==> src/rtl/serial_addsub_unit_if.sv <==
// Operand/result bundle for the digit-serial adder/subtractor.
// The producer side drives operands and out_ready; the unit drives the rest.
interface serial_addsub_unit_if #(
   parameter int WIDTH = 8
);
   // valid/ready: a transfer happens on a rising edge where valid and ready are both high;
   // valid never depends on ready, and the sender keeps its payload stable until that edge.
   logic             in_valid;
   logic             in_ready;
   logic [WIDTH-1:0] a;
   logic [WIDTH-1:0] b;
   logic             sub;
   logic             out_valid;
   logic             out_ready;
   logic [WIDTH-1:0] sum;
   logic             carry;
   logic             overflow;
   logic             busy;

   modport master (
      output in_valid, a, b, sub, out_ready,
      input  in_ready, out_valid, sum, carry, overflow, busy
   );

   modport slave (
      input  in_valid, a, b, sub, out_ready,
      output in_ready, out_valid, sum, carry, overflow, busy
   );
endinterface

==> src/rtl/serial_addsub_unit.sv <==
// Digit-serial add/subtract: DIGIT bits per clock, with the ripple carry kept in a register.
// Subtraction is done as A + ~B + 1, with the +1 injected as the initial carry.
module serial_addsub_unit #(
   parameter int WIDTH = 8,
   parameter int DIGIT = 2
) (
   input  logic                 clk,
   input  logic                 rst,
   serial_addsub_unit_if.slave  bus,
   output logic [1:0]           dbg_state
);
   localparam int N  = WIDTH / DIGIT;
   localparam int CW = $clog2(N + 1);

   generate
      if (WIDTH < 2 || DIGIT < 1 || (WIDTH % DIGIT) != 0) begin : g_bad_params
         $error("serial_addsub_unit: WIDTH must be >= 2 and a multiple of DIGIT");
      end
   endgenerate

   typedef enum logic [1:0] {IDLE = 2'd0, RUN = 2'd1, DONE = 2'd2} state_t;

   state_t           state;
   logic [WIDTH-1:0] a_reg;
   logic [WIDTH-1:0] b_reg;
   logic [WIDTH-1:0] res_reg;
   logic             carry_reg;
   logic             carry_out;
   logic             ovf_out;
   logic             a_msb;
   logic             b_msb;
   logic [CW-1:0]    cnt;
   logic [DIGIT:0]   dsum;

   always_comb begin
      dsum = {1'b0, a_reg[DIGIT-1:0]} + {1'b0, b_reg[DIGIT-1:0]} + {{DIGIT{1'b0}}, carry_reg};
   end

   always_ff @(posedge clk) begin
      if (rst) begin
         state     <= IDLE;
         a_reg     <= '0;
         b_reg     <= '0;
         res_reg   <= '0;
         carry_reg <= 1'b0;
         carry_out <= 1'b0;
         ovf_out   <= 1'b0;
         a_msb     <= 1'b0;
         b_msb     <= 1'b0;
         cnt       <= '0;
      end else begin
         case (state)
            IDLE: begin
               if (bus.in_valid) begin
                  a_reg     <= bus.a;
                  b_reg     <= bus.sub ? ~bus.b : bus.b;
                  carry_reg <= bus.sub;
                  a_msb     <= bus.a[WIDTH-1];
                  b_msb     <= bus.sub ^ bus.b[WIDTH-1];
                  cnt       <= '0;
                  state     <= RUN;
               end
            end
            RUN: begin
               // New digit enters at the top; after N digits the result is aligned.
               res_reg   <= WIDTH'({dsum[DIGIT-1:0], res_reg} >> DIGIT);
               carry_reg <= dsum[DIGIT];
               a_reg     <= a_reg >> DIGIT;
               b_reg     <= b_reg >> DIGIT;
               cnt       <= cnt + 1'b1;
               if (cnt == CW'(N - 1)) begin
                  carry_out <= dsum[DIGIT];
                  ovf_out   <= (a_msb == b_msb) && (dsum[DIGIT-1] != a_msb);
                  state     <= DONE;
               end
            end
            DONE: begin
               if (bus.out_ready) state <= IDLE;
            end
            default: state <= IDLE;
         endcase
      end
   end

   assign bus.in_ready  = (state == IDLE);
   assign bus.out_valid = (state == DONE);
   assign bus.busy      = (state != IDLE);
   assign bus.sum       = res_reg;
   assign bus.carry     = carry_out;
   assign bus.overflow  = ovf_out;
   assign dbg_state     = state;
endmodule

==> src/flat_wrapper.sv <==
// flat-port wrapper written by rule: the top's interface ports become plain ports
module serial_addsub_unit_flat 
#(
   parameter int WIDTH = 8,
   parameter int DIGIT = 2
)
  (clk, rst, dbg_state, bus_in_valid, bus_a, bus_b, bus_sub, bus_out_ready, bus_in_ready, bus_out_valid, bus_sum, bus_carry, bus_overflow, bus_busy);
  serial_addsub_unit_if #(.WIDTH(WIDTH)) bus_i ();
  input  logic clk;
  input  logic rst;
  output logic [1:0] dbg_state;
  input wire logic [$bits(bus_i.in_valid)-1:0] bus_in_valid;
  input wire logic [$bits(bus_i.a)-1:0] bus_a;
  input wire logic [$bits(bus_i.b)-1:0] bus_b;
  input wire logic [$bits(bus_i.sub)-1:0] bus_sub;
  input wire logic [$bits(bus_i.out_ready)-1:0] bus_out_ready;
  output wire logic [$bits(bus_i.in_ready)-1:0] bus_in_ready;
  output wire logic [$bits(bus_i.out_valid)-1:0] bus_out_valid;
  output wire logic [$bits(bus_i.sum)-1:0] bus_sum;
  output wire logic [$bits(bus_i.carry)-1:0] bus_carry;
  output wire logic [$bits(bus_i.overflow)-1:0] bus_overflow;
  output wire logic [$bits(bus_i.busy)-1:0] bus_busy;
  assign bus_i.in_valid = bus_in_valid;
  assign bus_i.a = bus_a;
  assign bus_i.b = bus_b;
  assign bus_i.sub = bus_sub;
  assign bus_i.out_ready = bus_out_ready;
  assign bus_in_ready = bus_i.in_ready;
  assign bus_out_valid = bus_i.out_valid;
  assign bus_sum = bus_i.sum;
  assign bus_carry = bus_i.carry;
  assign bus_overflow = bus_i.overflow;
  assign bus_busy = bus_i.busy;
  serial_addsub_unit #(.WIDTH(WIDTH), .DIGIT(DIGIT)) u_core (.clk(clk), .rst(rst), .bus(bus_i), .dbg_state(dbg_state));
endmodule
==> config.mk <==
export PLATFORM = sky130hd
export DESIGN_NAME = serial_addsub_unit_flat
export DESIGN_NICKNAME = d
export VERILOG_FILES = /design/src/rtl/serial_addsub_unit_if.sv /design/src/rtl/serial_addsub_unit.sv /design/src/flat_wrapper.sv
export SDC_FILE = /design/constraint.sdc
export NUM_CORES = 1
export LEC_CHECK = 0
export CORE_MARGIN = 2
export CORE_UTILIZATION = 40
export CTS_CLUSTER_DIAMETER = 30
export CTS_CLUSTER_SIZE = 10
export DETAILED_ROUTE_END_ITERATION = 10
export GPL_TIMING_DRIVEN = 0
export PLACE_DENSITY = 0.67
export SYNTH_ARGS = -nofsm -noshare
export SYNTH_HDL_FRONTEND = slang
export SYNTH_SLANG_ARGS = --single-unit
==> constraint.sdc <==
create_clock -name clk -period 3.8 [get_ports clk]
set_input_delay 0.95 -clock clk [delete_from_list [all_inputs] [get_ports clk]]
set_output_delay 0.95 -clock clk [all_outputs]
set_load 0.02 [all_outputs]
==> results.toml, run 1 <==
# yosys + openroad results
[synthesis]
postSynthCellCount = 165
synth.avg_cell_area_sq_um = 8.99
ys_seq_share_pct = 45.9
synthesis.area_sq_um = 1480
yosysCellCount = 165

[worst_setup_path]
startpoint_type = "flop"
worstPathArrival_ps = 1880
worstPathCellList = "buf_2, or2_2, inv_1, clkdlybuf4s50_1"
endpoint_kind = "primary output"
cp_num_buf_inv = 3

[drt]
drt-vias-per-instance = 4.94
drc_errors = 0
drtIter0Drc = 32
antenna_left = 0
first_pass_iters = 4

[timing]
setup_tns_ps = 0
relSlewSlack_pct = 60.8
tightest_slew_ps = 587
setup_ws_ps = 972
hold_viol = 0
rsz0062_at_grt = "false"

[grt]
track_usage_pct = 17.9

[placed_design]
placed_area_sq_um = 1880

[power_and_ir_drop]
p_seq_share_pct = 49.2
p_per_area_nw_per_um2 = 405
leakagePower_nw = 0.724
clock_power_share_pct = 33.6
power_w = 0.000799
combPwrFrac_pct = 17.1
max-vdd-ir-drop_mv = 0.270

[run_status]
status = "finished clean"

[clock_tree]
ctsHoldBuffers = 0
ctsRootBufferMaster = "clkbuf_8"
numCtsBuffers = 5
clockBufferDepth = 2
htreeDepth = 2
cts_resized = 0

[finish]
fill_cells = 336
num_antenna_cells = 0
## run 1: cells by family (layout without fill, tap and decap cells)
| group | count (synthesis) | in the layout | share of synthesized area [%] |
|---|---|---|---|
| compound gates | 39 | 39 | 18.9 |
| xor+xnor | 8 | 8 | 4.73 |
| fa+ha+maj | 4 | 4 | 4.39 |
| flops | 34 | 34 | 45.9 |
| mux | 7 | 7 | 4.73 |
| buf+inv | 19 | 61 | 5.40 |
| simple gates | 54 | 54 | 15.9 |
## run 1: metal layers
| metal | track usage [%] | share of wire [%] | up-vias |
|---|---|---|---|
| met5 | 0 | 0 | - |
| met4 | 7.71 | 1.0 | 0 |
| li1 | - | - | 650 |
| met2 | 30.9 | 50 | 22 |
| met3 | 3.82 | 4.0 | 4 |
| met1 | 21.4 | 45 | 584 |
## run 1: synth_stat cells, drive strengths merged
| library cell | n | area [sq um] |
|---|---|---|
| nor2 | 20 | 75.1 |
| inv | 8 | 30.0 |
| nand2 | 21 | 78.8 |
| or3b | 1 | 8.76 |
| nor2b | 2 | 12.5 |
| ha | 2 | 25.0 |
| xnor2 | 6 | 52.6 |
| nor3b | 1 | 7.51 |
| nand3 | 5 | 25.0 |
| a22oi | 2 | 15.0 |
| a311oi | 1 | 8.76 |
| dfxtp | 34 | 681 |
| o21ba | 1 | 10.0 |
| a221o | 6 | 66.3 |
| o211ai | 1 | 7.51 |
| a211oi | 9 | 67.6 |
| o21a | 1 | 7.51 |
| or4b | 1 | 10.0 |
| nand2b | 2 | 12.5 |
| buf | 10 | 46.3 |
| o311a | 1 | 10.0 |
| xor2 | 2 | 17.5 |
| a21oi | 16 | 80.1 |
| clkbuf | 1 | 3.75 |
| or2 | 1 | 6.26 |
| fa | 2 | 40.0 |
| o21bai | 1 | 7.51 |
| mux2i | 7 | 70.1 |
## run 1: path summary, 6_finish.rpt
check,cells after the start,to,startpoint
max,4,bus_in_ready,u_core.dbg_state[0]$_SDFFE_PP0P_
min,2,u_core.bus.sum[0]$_SDFFE_PP0P_,u_core.bus.sum[0]$_SDFFE_PP0P_
max reg2reg,5,u_core.bus.overflow$_SDFFE_PP0P_,u_core.carry_reg$_SDFFE_PP0P_
min reg2reg,2,u_core.bus.sum[0]$_SDFFE_PP0P_,u_core.bus.sum[0]$_SDFFE_PP0P_
## run 1: power by group through the flow
stage	registers, W	clock network, W	logic [W]
after global routing	0.000396	0.000295	0.000151
after floorplan	0.000402	0	0.0000784
after detailed placement	0.000401	0	0.000137
after global placement	0.000400	0	0.000134
final	0.000393	0.000268	0.000137
after CTS	0.000393	0.000276	0.000138
## run 1: area by class of cell
class | instances | area (sq um) | area share (%)
Tap cell | 48 | 60.1 | 3.04
Clock inverter | 1 | 5.00 | 0.253
Clock buffer | 7 | 86.3 | 4.37
Sequential cell | 34 | 681 | 34.5
Buffer | 11 | 50.0 | 2.53
Multi-Input combinational cell | 112 | 722 | 36.6
Inverter | 8 | 30.0 | 1.52
Timing Repair Buffer | 34 | 340 | 17.2
## run 1: tightest hold or removal path, cell delays in order (launching register included)
cell	delay [ps]
dfxtp_1	310
nand2_1	50
a21oi_1	50
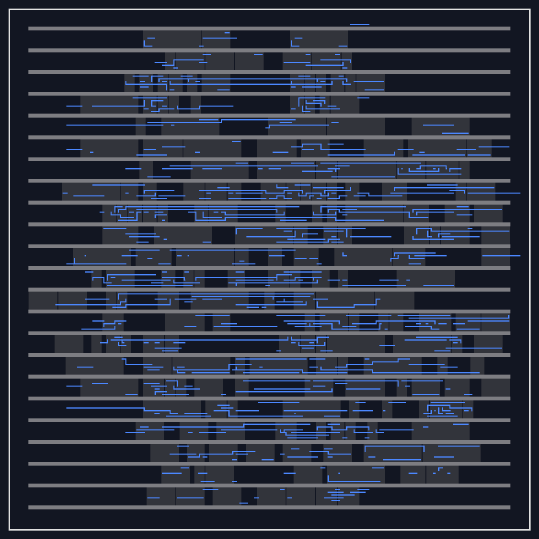
run_1/met1.png
Drawn at 8 px/micron. Supply wires on this layer in grey. Cells faint in the background.
nets with wire on the layer: 212
wire length on this layer: 1530 microns
main direction: horizontal
longest straight run: 24.4 microns

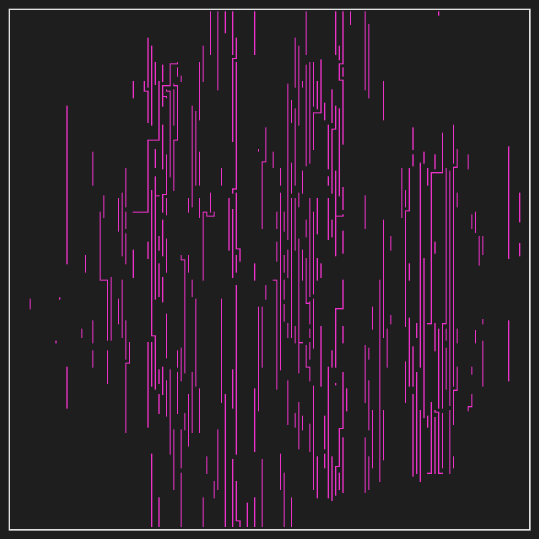
run_1/met2.png
Drawn at 8 px/micron.
longest straight run: 29.2 microns
share of all routed wire: 50%
nets with wire on the layer: 193
main direction: vertical
wire length on this layer: 1690 microns

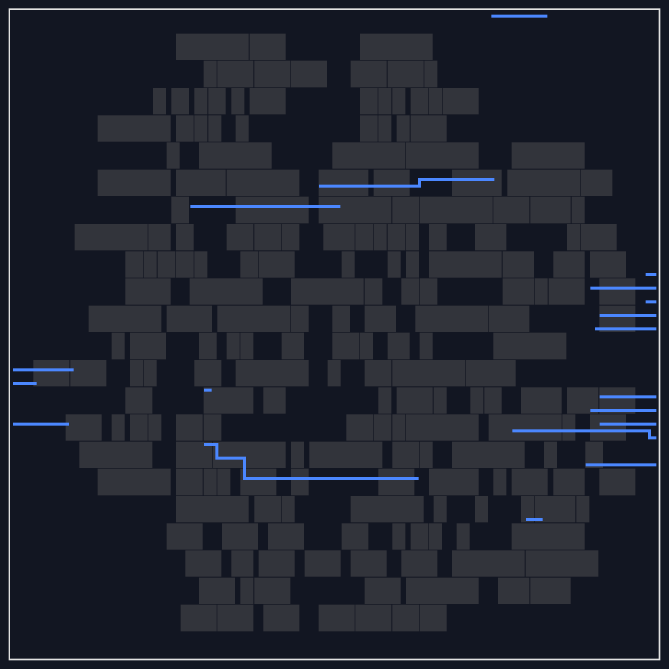
run_1/met3.png
Drawn at 10 px/micron. Cells faint in the background.
nets with wire on the layer: 16
share of all routed wire: 4.0%
main direction: horizontal

==> run 2, diff against run 1 <==
Clock period 3.8 ns to 2.8 ns, I/O delays scaled along.
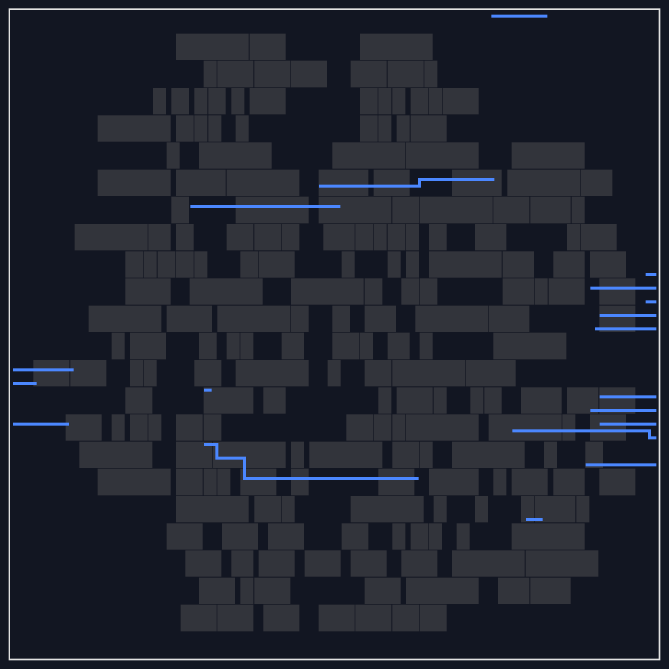
run_2/met3.png
Drawn at 10 px/micron. Cells faint in the background.
wire length on this layer: 135 microns
nets with wire on the layer: 16

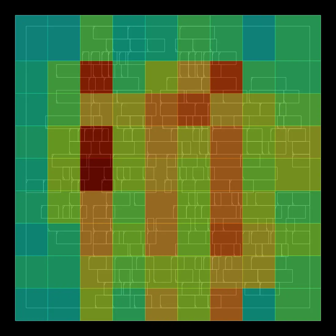
run_2/final_congestion.png
most crowded layer after global routing: met2
Final Core Density: 54.8%
drt wl/cell: 13.3 microns
GRT Util Overall: 17.9%

==> run 2 against run 1 <==
Against the previous run: worst hold slack did not move; largest power group unchanged; utilization unchanged; synthesized cell count is the same.
==> results.toml, run 2 <==
# yosys + openroad results
[run_status]
status = "finished clean"

[worst_setup_path]
r2r_end = "u_core.bus.overflow$_SDFFE_PP0P_"
rr_worst_depth = 5
startpoint_type = "flop"
worstPathArrival_ps = 1880
worstReg2RegStart = "u_core.carry_reg$_SDFFE_PP0P_"

[timing]
tightest_slew_ps = 587
relSlewSlack_pct = 60.8
hold_viol = 0
setup_tns_ps = 0

[synthesis]
netlist_top_cells_count = "34 x dfxtp_1, 21 x nand2_1, 20 x nor2_1"
postSynthCellCount = 165
edf_count = 0
top_area_cell = "dfxtp_1"
topCellsByArea = "dfxtp_1 46%, a21oi_1 5.4%, nand2_1 5.3%"
ys_seq_share_pct = 45.9

[drt]
antenna_left = 0
drc_errors = 0
drtIter0Drc = 32

[clock_tree]
ctsHoldBuffers = 0
numCtsBuffers = 5
clockBufferDepth = 2
htreeDepth = 2
ctsRootBufferMaster = "clkbuf_8"

[finish]
num_antenna_cells = 0

[worst_hold_path]
hold_end = "u_core.bus.sum[0]$_SDFFE_PP0P_"

[power_and_ir_drop]
leakagePower_nw = 0.724
## run 2: cell counts in the layout (fill, tap and decap cells not counted)
Identical to the previous run, type by type.
## run 2: stage by stage
stage	utilization, %	total power (W)	worst slack, ps	cell area, sq um
after floorplan	-	0.000652	927	1480
after global placement	52.2	0.000725	483	1880
after detailed placement	52.2	0.000730	465	1880
after CTS	54.8	0.00109	222	1970
after global routing	54.8	0.00114	172	1970
final	54.8	0.00108	222	1970
## run 2: final cells by class
type	instances	area [sq um]
timing repair buffer	34	340
tap	48	60.1
inverter	8	30.0
clock buffer	7	86.3
sequential	34	681
clock inverter	1	5.00
fill	336	1630
multi-input combinational	112	722
buffer	11	50.0
## run 2: cell families after synthesis
family | Yosys count | synth area share, %
adder cells (fa/ha/maj) | 4 | 4.39
buffers and inverters | 19 | 5.40
AND/OR/NAND/NOR | 54 | 15.9
flip-flops | 34 | 45.9
AND-OR/OR-AND | 39 | 18.9
XOR/XNOR | 8 | 4.73
multiplexers | 7 | 4.73
## run 2: worst max-delay path: stages, from the launching register on
cell and delay, ps:
dfxtp_1 390, buf_2 240, or2_2 320, inv_1 60, clkdlybuf4s50_1 590
## run 2: worst max path at each step
stage	from	end	cells after the start
global route	u_core.dbg_state[0]$_SDFFE_PP0P_	bus_in_ready	4
global placement	rst	u_core.a_reg[5]$_SDFFE_PP0P_	4
CTS	u_core.dbg_state[0]$_SDFFE_PP0P_	bus_in_ready	4
floorplan	u_core.dbg_state[0]$_SDFFE_PP0P_	bus_in_ready	3
detailed placement	rst	u_core.cnt[2]$_SDFFE_PP0P_	4
finish	u_core.dbg_state[0]$_SDFFE_PP0P_	bus_in_ready	4
## run 2: metal layers
layer | up-vias | global-route usage [%] | part of all wire (%)
li1 | 650 | - | -
met1 | 584 | 21.4 | 45
met2 | 22 | 30.9 | 50
met3 | 4 | 3.82 | 4.0
met4 | 0 | 7.71 | 1.0
met5 | - | 0 | 0
## run 2: power groups by stage
| stage | clock (W) | sequential, W | combinational [W] |
|---|---|---|---|
| after detailed placement | 0 | 0.000544 | 0.000186 |
| after CTS | 0.000374 | 0.000534 | 0.000188 |
| final | 0.000364 | 0.000534 | 0.000186 |
| after global routing | 0.000400 | 0.000537 | 0.000204 |
| after floorplan | 0 | 0.000546 | 0.000106 |
| after global placement | 0 | 0.000543 | 0.000182 |
run_2/clock_map.png
Drawn at 4 px/micron.
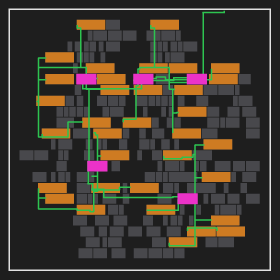

==> run 3, diff against run 2 <==
Settings changed: CORE_UTILIZATION 40 to 48, PLACE_DENSITY 0.67 to 0.78.
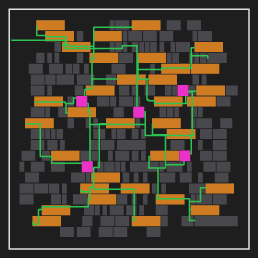
run_3/clock_map.png
Drawn at 4 px/micron.
[cells driving clock nets] magenta | count: 5
[clock wires] green | length: 409 microns
[flip-flops] orange | count: 34
flops lie: spread over the die

==> run 3 against run 2 <==
Against the previous run: design area decreased by 1.5%; via count up 2.9%; total power fell by 0.19%; sequential power is essentially flat; worst hold slack better by 5.6 ps; count of clock-buffer cells in the layout is 1 lower; largest cell class unchanged; area after synthesis unchanged; critical path type unchanged; clock skew up 10 ps; register-to-register slack barely moved; first-iteration DRC count increased by 34%; critical path depth unchanged.
==> results.toml, run 3 <==
# yosys + openroad results
[placed_design]
placed_area_sq_um = 1860
post-place-ws_ps = 474

[power_and_ir_drop]
combPwrFrac_pct = 16.7
leakagePower_nw = 0.720
max-vdd-ir-drop_mv = 0.305
p_seq_share_pct = 49.3
clock_power_share_pct = 34.0

[worst_setup_path]
startpoint_type = "flop"
endpoint_kind = "primary output"
slowest_stage = "clkdlybuf4s50_1"
critical_path.top_delay_family = "buffers and inverters"
slowest_delay_ps = 600
cp_num_buf_inv = 3
worstPathArrival_ps = 1970

[timing]
setup_ws_ps = 130
setup_tns_ps = 0
tightest_slew_ps = 586
relSlewSlack_pct = 60.8
rsz0062_at_grt = "false"
hold_viol = 0

[drt]
drt-vias-per-instance = 5.42
routedWlPerCell_microns = 13.3
drtIter0Drc = 43
first_pass_iters = 4
antenna_left = 0
drc_errors = 0

[synthesis]
synthArstFlopShare_pct = 0
synth-main-ff-cell = "dfxtp_1"
topCellsByArea = "dfxtp_1 46%, a21oi_1 5.4%, nand2_1 5.3%"
ys_seq_share_pct = 45.9
yosysCellCount = 165
top_area_cell = "dfxtp_1"
synth.avg_cell_area_sq_um = 8.99
postSynthCellCount = 165
synthesis.area_sq_um = 1480
synth_top_area_share_pct = 45.9
netlist_top_cells_count = "34 x dfxtp_1, 21 x nand2_1, 20 x nor2_1"

[clock_tree]
numCtsBuffers = 5
cts_resized = 0
clockBufferDepth = 2
ctsRootBufferMaster = "clkbuf_4"
htreeDepth = 2

[finish]
combGateArea_sq_um = 722
fill_cells = 283
final_util_pct = 64.8
seq_area_sq_um = 681
num_antenna_cells = 0

[run_status]
status = "finished clean"

[grt]
track_usage_pct = 20.3
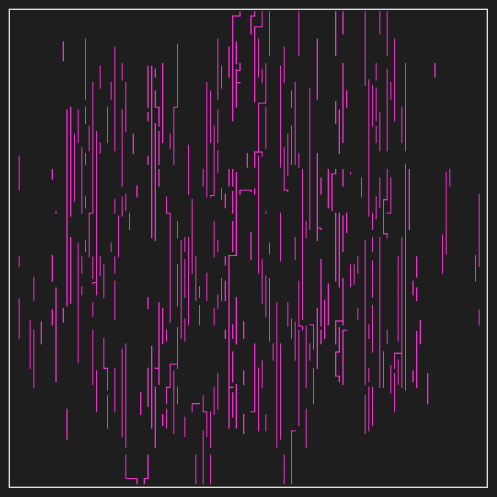
run_3/met2.png
Drawn at 8 px/micron.
wire length on this layer: 1550 microns
longest straight run: 28.2 microns
nets with wire on the layer: 196
main direction: vertical
share of all routed wire: 48%

==> run 3: netlist changes by cell type in the layout (fill, tap and decap cells not counted), sizes merged <==
cell and change:
clkbuf -1, clkinv -1, bufinv +1
==> run 3: layout make-up <==
class	count	share of cell area [%]
multi-input combinational	112	37.1
tap	33	2.12
inverter	8	1.54
clock inverter	1	1.54
buffer	11	2.57
clock buffer	6	2.64
sequential	34	35.0
timing repair buffer	34	17.5
==> run 3: path summary, 6_finish.rpt <==
| check | startpoint | end | slack, ps | depth (start not counted) |
|---|---|---|---|---|
| hold / removal | u_core.bus.sum[1]$_SDFFE_PP0P_ | u_core.bus.sum[1]$_SDFFE_PP0P_ | 460 | 2 |
| setup reg to reg | u_core.carry_reg$_SDFFE_PP0P_ | u_core.bus.overflow$_SDFFE_PP0P_ | 860 | 5 |
| hold reg to reg | u_core.bus.sum[1]$_SDFFE_PP0P_ | u_core.bus.sum[1]$_SDFFE_PP0P_ | 460 | 2 |
| setup / recovery | u_core.dbg_state[0]$_SDFFE_PP0P_ | bus_in_ready | 130 | 4 |
==> run 3: power groups by stage <==
stage	sequential (W)	clock (W)	combinational [W]
finish	0.000533	0.000368	0.000181
CTS	0.000533	0.000373	0.000184
floorplan	0.000546	0	0.000106
global route	0.000538	0.000394	0.000201
global placement	0.000543	0	0.000178
detailed placement	0.000544	0	0.000183
==> run 3: logic make-up after synthesis <==
family | share of synthesized area (%)
adder cells (fa/ha/maj) | 4.39
multiplexers | 4.73
XOR/XNOR | 4.73
buffers and inverters | 5.40
AND/OR/NAND/NOR | 15.9
flip-flops | 45.9
AND-OR/OR-AND | 18.9
==> run 3: metrics by stage <==
stage	cells	power (W)
6_report	239	0.00108
5_1_grt	239	0.00113
4_1_cts	239	0.00109
3_5_place_dp	232	0.000727
3_3_place_gp	232	0.000721
2_1_floorplan	165	0.000652
==> run 3: layer usage <==
metal	up-vias	routed length (microns)	global-route usage, %
met5	-	0	0
met4	0	27	7.94
met3	4	142	5.46
met2	27	1550	35.2
met1	615	1470	23.6
li1	650	-	-
==> run 3: worst reg2reg max path, stage by stage, from the launching register on <==
cell      delay [ps]
dfxtp_1          350
inv_1             60
fa_1             430
fa_1             500
o311a_1          300
a211oi_1         210
Power is estimated from default activity; no workload was simulated.
